### src/rtl/char_buf_pkg.sv
// Shared definitions for the character-buffer reader.
// Holds the buffer geometry (12 columns x 9 rows starting at RAM word 1500),
// the line-feed code used between rows, and the reader FSM state encoding.
package char_buf_pkg;

    localparam int unsigned CHAR_BUF_BASE = 32'd1500;
    localparam int unsigned CHAR_BUF_COLS = 32'd12;
    localparam int unsigned CHAR_BUF_ROWS = 32'd9;
    localparam int unsigned CHAR_BUF_SIZE = CHAR_BUF_COLS * CHAR_BUF_ROWS;
    localparam int unsigned CHAR_BUF_ADDR_W = 32'd12;
    localparam int unsigned CHAR_IDX_W = 32'd7;

    localparam logic [7:0] ASCII_LF = 8'h0A;

    typedef enum logic [2:0] {
        ST_IDLE    = 3'd0,
        ST_ISSUE   = 3'd1,
        ST_CAPTURE = 3'd2,
        ST_PRESENT = 3'd3,
        ST_NEWLINE = 3'd4,
        ST_DONE    = 3'd5
    } state_t;

endpackage

### src/rtl/char_buf_cursor.sv
// Row/column/linear-index cursor over the character buffer.
// Ports:
//   clock, reset_n  clock and asynchronous active-low reset
//   clear           return the cursor to (row 0, col 0, idx 0)
//   advance         step to the next character; ignored on the last one
//   idx             linear character index 0..COLS*ROWS-1
//   last_col        cursor sits on the final column of a row
//   last_char       cursor sits on the final character of the buffer
module char_buf_cursor
    import char_buf_pkg::*;
#(
    parameter int unsigned COLS = CHAR_BUF_COLS,
    parameter int unsigned ROWS = CHAR_BUF_ROWS
) (
    input  logic                  clock,
    input  logic                  reset_n,
    input  logic                  clear,
    input  logic                  advance,
    output logic [CHAR_IDX_W-1:0] idx,
    output logic                  last_col,
    output logic                  last_char
);

    localparam int unsigned COL_W = (COLS > 32'd1) ? $clog2(COLS) : 32'd1;
    localparam int unsigned ROW_W = (ROWS > 32'd1) ? $clog2(ROWS) : 32'd1;

    logic [COL_W-1:0] col_r;
    logic [ROW_W-1:0] row_r;

    // Counter update: clear wins over advance; the cursor never wraps.
    always_ff @(posedge clock or negedge reset_n) begin
        if (!reset_n) begin
            col_r <= {COL_W{1'b0}};
            row_r <= {ROW_W{1'b0}};
            idx   <= {CHAR_IDX_W{1'b0}};
        end else if (clear) begin
            col_r <= {COL_W{1'b0}};
            row_r <= {ROW_W{1'b0}};
            idx   <= {CHAR_IDX_W{1'b0}};
        end else if (advance && !last_char) begin
            idx <= idx + CHAR_IDX_W'(1);
            if (last_col) begin
                col_r <= {COL_W{1'b0}};
                row_r <= row_r + ROW_W'(1);
            end else begin
                col_r <= col_r + COL_W'(1);
            end
        end else begin
            col_r <= col_r;
            row_r <= row_r;
            idx   <= idx;
        end
    end

    // Position flags decoded from the row/column registers.
    always_comb begin
        last_col  = (col_r == COL_W'(COLS - 32'd1));
        last_char = last_col && (row_r == ROW_W'(ROWS - 32'd1));
    end

endmodule

### src/rtl/char_buffer_reader.sv
// Drains the 12x9 character buffer (RAM words BASE_ADDR.., char in bits [7:0])
// out of processor RAM as a valid/ready byte stream. The RAM port is only
// used while mem_gnt is high, so the processor keeps priority.
// Optional feature: define ROW_NEWLINE_EN to emit 8'h0A after every row
// (117 bytes per dump instead of 108).
// Ports:
//   clock, reset_n          clock and asynchronous active-low reset
//   start                   pulse, begins one full-buffer dump (IDLE only)
//   busy, done              dump in progress / one-cycle completion pulse
//   mem_req, mem_gnt        RAM read-port request and grant
//   mem_addr, mem_rdata     RAM read address and 1-cycle-latency read data
//   char_data, char_valid   output byte stream
//   char_ready              downstream accept
//   char_idx                index of the character being presented
module char_buffer_reader
    import char_buf_pkg::*;
#(
    parameter int unsigned BASE_ADDR = CHAR_BUF_BASE,
    parameter int unsigned COLS      = CHAR_BUF_COLS,
    parameter int unsigned ROWS      = CHAR_BUF_ROWS,
    parameter int unsigned ADDR_W    = CHAR_BUF_ADDR_W
) (
    input  logic                  clock,
    input  logic                  reset_n,
    input  logic                  start,
    output logic                  busy,
    output logic                  done,
    output logic                  mem_req,
    input  logic                  mem_gnt,
    output logic [ADDR_W-1:0]     mem_addr,
    input  logic [31:0]           mem_rdata,
    output logic [7:0]            char_data,
    output logic                  char_valid,
    input  logic                  char_ready,
    output logic [CHAR_IDX_W-1:0] char_idx
);

    // The whole buffer must fit inside the RAM address space and the index.
    if ((BASE_ADDR + COLS * ROWS - 32'd1) >= (32'd1 << ADDR_W)) begin : g_addr_range_check
        $error("char_buffer_reader: buffer end address exceeds ADDR_W");
    end
    if ((COLS * ROWS) > (32'd1 << CHAR_IDX_W)) begin : g_idx_range_check
        $error("char_buffer_reader: buffer size exceeds char_idx range");
    end

    state_t            state_r;
    logic              accept_s;
    logic              clear_s;
    logic              advance_s;
    logic              last_col_s;
    logic              last_char_s;
    logic [ADDR_W-1:0] next_addr_s;
    logic [23:0]       unused_rdata_hi;

    // Only the low byte of a RAM word carries the character.
    assign unused_rdata_hi = mem_rdata[31:8];

    char_buf_cursor #(
        .COLS (COLS),
        .ROWS (ROWS)
    ) u_cursor (
        .clock     (clock),
        .reset_n   (reset_n),
        .clear     (clear_s),
        .advance   (advance_s),
        .idx       (char_idx),
        .last_col  (last_col_s),
        .last_char (last_char_s)
    );

`ifdef ROW_NEWLINE_EN
    localparam bit NEWLINE_EN = 1'b1;
`else
    localparam bit NEWLINE_EN = 1'b0;
    logic unused_last_col;
    assign unused_last_col = last_col_s;
`endif

    // Cursor control: clear on an accepted start; step when the byte that
    // ends a character slot is accepted (the row LF shares its char's index).
    always_comb begin
        accept_s    = char_valid && char_ready;
        clear_s     = 1'b0;
        advance_s   = 1'b0;
        next_addr_s = ADDR_W'(BASE_ADDR) + ADDR_W'(char_idx) + ADDR_W'(1);
        case (state_r)
            ST_IDLE: begin
                clear_s = start;
            end
            ST_PRESENT: begin
                if (NEWLINE_EN && last_col_s) begin
                    advance_s = 1'b0;
                end else begin
                    advance_s = accept_s && !last_char_s;
                end
            end
            ST_NEWLINE: begin
                advance_s = accept_s && !last_char_s;
            end
            default: begin
                clear_s   = 1'b0;
                advance_s = 1'b0;
            end
        endcase
    end

    // Reader FSM with registered RAM-interface and stream outputs.
    always_ff @(posedge clock or negedge reset_n) begin
        if (!reset_n) begin
            state_r    <= ST_IDLE;
            busy       <= 1'b0;
            done       <= 1'b0;
            mem_req    <= 1'b0;
            mem_addr   <= ADDR_W'(BASE_ADDR);
            char_valid <= 1'b0;
            char_data  <= 8'h00;
        end else begin
            case (state_r)
                ST_IDLE: begin
                    done <= 1'b0;
                    if (start) begin
                        state_r  <= ST_ISSUE;
                        busy     <= 1'b1;
                        mem_req  <= 1'b1;
                        mem_addr <= ADDR_W'(BASE_ADDR);
                    end else begin
                        state_r <= ST_IDLE;
                    end
                end
                ST_ISSUE: begin
                    // Wait indefinitely for the port; address stays put.
                    if (mem_gnt) begin
                        state_r <= ST_CAPTURE;
                        mem_req <= 1'b0;
                    end else begin
                        state_r <= ST_ISSUE;
                    end
                end
                ST_CAPTURE: begin
                    char_data  <= mem_rdata[7:0];
                    char_valid <= 1'b1;
                    state_r    <= ST_PRESENT;
                end
                ST_PRESENT: begin
                    if (accept_s) begin
                        if (NEWLINE_EN && last_col_s) begin
                            char_data  <= ASCII_LF;
                            char_valid <= 1'b1;
                            state_r    <= ST_NEWLINE;
                        end else if (last_char_s) begin
                            char_valid <= 1'b0;
                            done       <= 1'b1;
                            state_r    <= ST_DONE;
                        end else begin
                            char_valid <= 1'b0;
                            mem_req    <= 1'b1;
                            mem_addr   <= next_addr_s;
                            state_r    <= ST_ISSUE;
                        end
                    end else begin
                        state_r <= ST_PRESENT;
                    end
                end
                ST_NEWLINE: begin
                    if (accept_s) begin
                        char_valid <= 1'b0;
                        if (last_char_s) begin
                            done    <= 1'b1;
                            state_r <= ST_DONE;
                        end else begin
                            mem_req  <= 1'b1;
                            mem_addr <= next_addr_s;
                            state_r  <= ST_ISSUE;
                        end
                    end else begin
                        state_r <= ST_NEWLINE;
                    end
                end
                ST_DONE: begin
                    // A start seen here is dropped; only IDLE accepts one.
                    done    <= 1'b0;
                    busy    <= 1'b0;
                    state_r <= ST_IDLE;
                end
                default: begin
                    state_r    <= ST_IDLE;
                    busy       <= 1'b0;
                    done       <= 1'b0;
                    mem_req    <= 1'b0;
                    char_valid <= 1'b0;
                end
            endcase
        end
    end

endmodule

### config.mk
export PLATFORM = sky130hd
export DESIGN_NAME = char_buffer_reader
export DESIGN_NICKNAME = d
export VERILOG_FILES = /design/src/rtl/char_buf_pkg.sv /design/src/rtl/char_buf_cursor.sv /design/src/rtl/char_buffer_reader.sv
export SDC_FILE = /design/constraint.sdc
export NUM_CORES = 1
export LEC_CHECK = 0
export ABC_AREA = 0
export CORE_MARGIN = 5
export CORE_UTILIZATION = 48
export DETAILED_ROUTE_END_ITERATION = 10
export PLACE_DENSITY = 0.84
export SLEW_MARGIN = 20
export SYNTH_ARGS = -nofsm -noshare
export SYNTH_HDL_FRONTEND = slang
export SYNTH_SLANG_ARGS = --single-unit
### constraint.sdc
create_clock -name clock -period 2.79 [get_ports clock]
set_clock_uncertainty 0.15 [all_clocks]
set_input_delay 0.558 -clock clock [delete_from_list [all_inputs] [get_ports clock]]
set_output_delay 0.558 -clock clock [all_outputs]
set_load 0.01 [all_outputs]
==> results.toml <==
# physical design summary
[route]
postRouteAntennaNets = 0
drt_iter0_drc = 75
vias_per_cell = 5.69
drc = 0

[power]
power.group.top = "registers"
clk-power_mw = 0.375
pwr-share-clk_pct = 17.5
p_comb_mw = 0.835
power_density_nw_per_um2 = 851
combinationalPowerShare_pct = 39.0
switchingPower_mw = 0.733
swShare_pct = 34.3
seqPwrFrac_pct = 43.4
internal-power_mw = 1.41
p_leak_nw = 1.05
vdd_drop_max_v = 0.000648

[timing]
maxSlewHeadroom_pct = 41.3
setup-tns-final_ns = 0
setup_violations = 0
fmax_ghz = 0.449
grt_setup_unrepaired = "false"
tightestPinTransition_ns = 0.880
finalHoldViolCount = 0
period_minus_slack_ns = 2.23

[die]
die_y_um = 73.9
die_area_um2 = 5450
fp_util_pct = 49.3
rows = 23
core_area_um2 = 3970

[hold_path]
hold_class = "primary input to asynchronous set/reset pin"

[final_layout]
regArea_um2 = 1010
lay_top_cells = "clkdlybuf4s50_1 (40), dfrtp_1 (34), a21oi_1 (18), nand2_1 (13)"
mi_logic_area_um2 = 856
n_fill_cell = 315

[setup_path]
crit_buf_inv = 2
path_depth = 6
end_kind = "flop"
crit_slowest_cell = "or4_1"
cp-start-kind = "primary input"
crit_chain = "clkdlybuf4s50_1 -> and2_0 -> o221ai_1 -> buf_12 -> or4_1 -> a21oi_1"
rr_worst_depth = 5
crit_path_max_fanout = 22
crit_end = "u_cursor.idx[5]$_DFFE_PN0P_"
cp.required_ns = 2.86
crit_path_start = "char_ready"
r2r_slack_ns = 0.64

[outcome]
status = "finished clean"

[clocking]
post_cts_buffers = 0
clk_pin_slew_worst_paths_ns = 0.08
cts_resized = 0
clockRootBuffer = "clkbuf_8"
cts_max_level = 2
cts_tree = "built"
cts.sinks = 40
clock_latency_ns = 0.30

[logic_synthesis]
ys_area_um2 = 1960
async_flop_share_pct = 100
ys_cells = 190
area_leaders = "dfrtp_1 (43%), dfstp_2 (8.1%), mux2_2 (5.2%), a21oi_1 (4.6%), ha_1 (2.6%)"

[placed_design]
pre_cts_slack_ns = 0.256
gp_congestion = 0.802

[global_routing]
overflow = 0
antenna_found_initial = 0

[flow_run]
warning_count = 51
per-stage QoR:
step                utilization, %  power (mW)  instance area (um2)  std cells  hold WS (ns)
detailed placement            61.1        1.78                 2430        275         0.317
finish                        63.3        2.14                 2510        283         0.231
global route                  63.3        2.31                 2510        283         0.284
floorplan                        -        1.38                 1960        190         0.112
CTS                           63.3        2.16                 2510        283         0.248
global placement              61.1        1.76                 2430        275         0.303
Yosys cell counts, types with 4 or more instances:
| cell type | number |
|---|---|
| a21oi_1 | 18 |
| buf_2 | 4 |
| clkbuf_1 | 5 |
| dfrtp_1 | 34 |
| dfstp_2 | 6 |
| ha_1 | 4 |
| inv_1 | 10 |
| mux2_2 | 9 |
| nand2_1 | 13 |
| nand3_1 | 7 |
| nor2_1 | 9 |
| nor3_1 | 5 |
| o21ai_0 | 10 |
| o31ai_1 | 5 |
| or4_1 | 5 |
| xnor2_1 | 5 |
cells by family after synthesis:
kind of cell               synth area share (%)
AOI/OAI and AO/OA                          18.4
xor gates and xnor gates                   2.24
adders and majority gates                  2.56
buffers and inverters                      5.05
DFF                                        51.5
muxes                                      5.18
other                                     0.384
and+or+nand+nor                            14.7
metal layers:
layer  up-vias  global-route usage [%]  part of all wire [%]
met1       781                    23.0                    43
li1        778                       -                     -
met5         -                       0                     0
met4         0                    6.64                   1.5
met2        43                    28.0                    48
met3         7                    7.39                   7.7
cell type report:
type / instances / area share, %
clock inverters: 2 / 0.498
inverters: 10 / 1.49
repair buffers: 47 / 18.4
multi-input cells: 128 / 34.1
clock buffers: 6 / 2.89
well taps: 50 / 2.49
flip-flops and latches: 40 / 40.1
sequential cells by signal (all words and copies together) (netlist names):
register,count
u_cursor.idx,7
mem_req,1
char_valid,1
mem_addr,10
u_cursor.row_r,4
u_cursor.col_r,4
state_r,3
char_data,8
done,1
busy,1
==> images/m2.png <==
(4 px per um) Cells faint in the background.
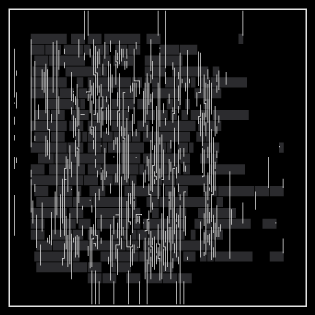
The layer holds 48% of the routed length. The wires run mostly vertical. The layer carries 2,030 um of wire.
GR Util met2: 28.0%
Via Count: 1,609
Total Wirelength: 4260 um

==> images/gates.png <==
(6 px per um)
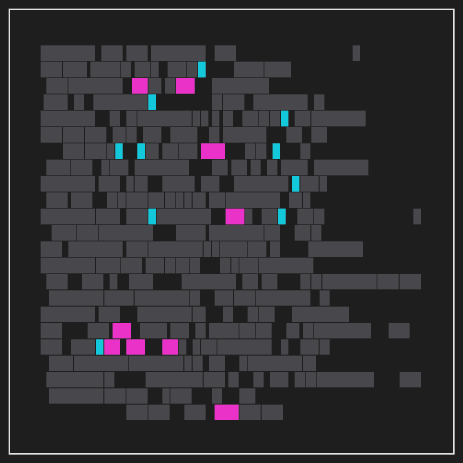
non-inverting ao/oa cells: in magenta, cells 9. inv cells: in cyan, cells 10.
Comb/total area: 34.1%
Top cell excl fill/tap: clkdlybuf4s50_1
Finished Layout Cells: 283

==> images/congestion_map.png <==
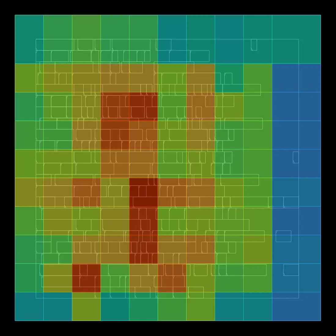
GRT met3 Usage: 7.39%
WL/cell: 15.0 um
Final Util: 63.3%

==> images/m3.png <==
(4 px per um)
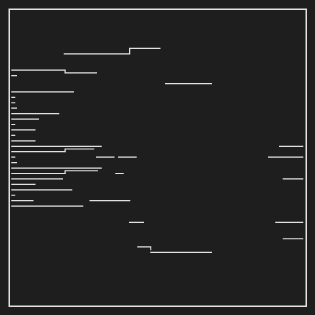
The layer holds 7.7% of the routed length. 33 nets have wire on it. The longest straight run is 22.3 um. The wires run mostly horizontal. The layer carries 329 um of wire.

==> images/sizing.png <==
(6 px per um)
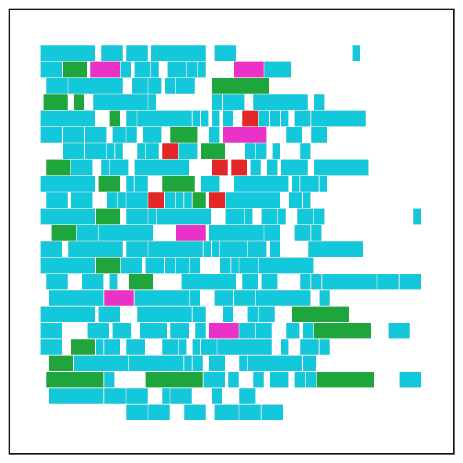
x3 and x4: in red, cells 6. x1 and smaller: in cyan, cells 199. x6 and larger: in magenta, cells 6. x2: in green, cells 22.
area grow syn2layout: 28.4%
Non-CTS buffers: 47
final setup margin: 0.562 ns
design area: 2510 um2

Power is estimated from default activity; no workload was simulated.
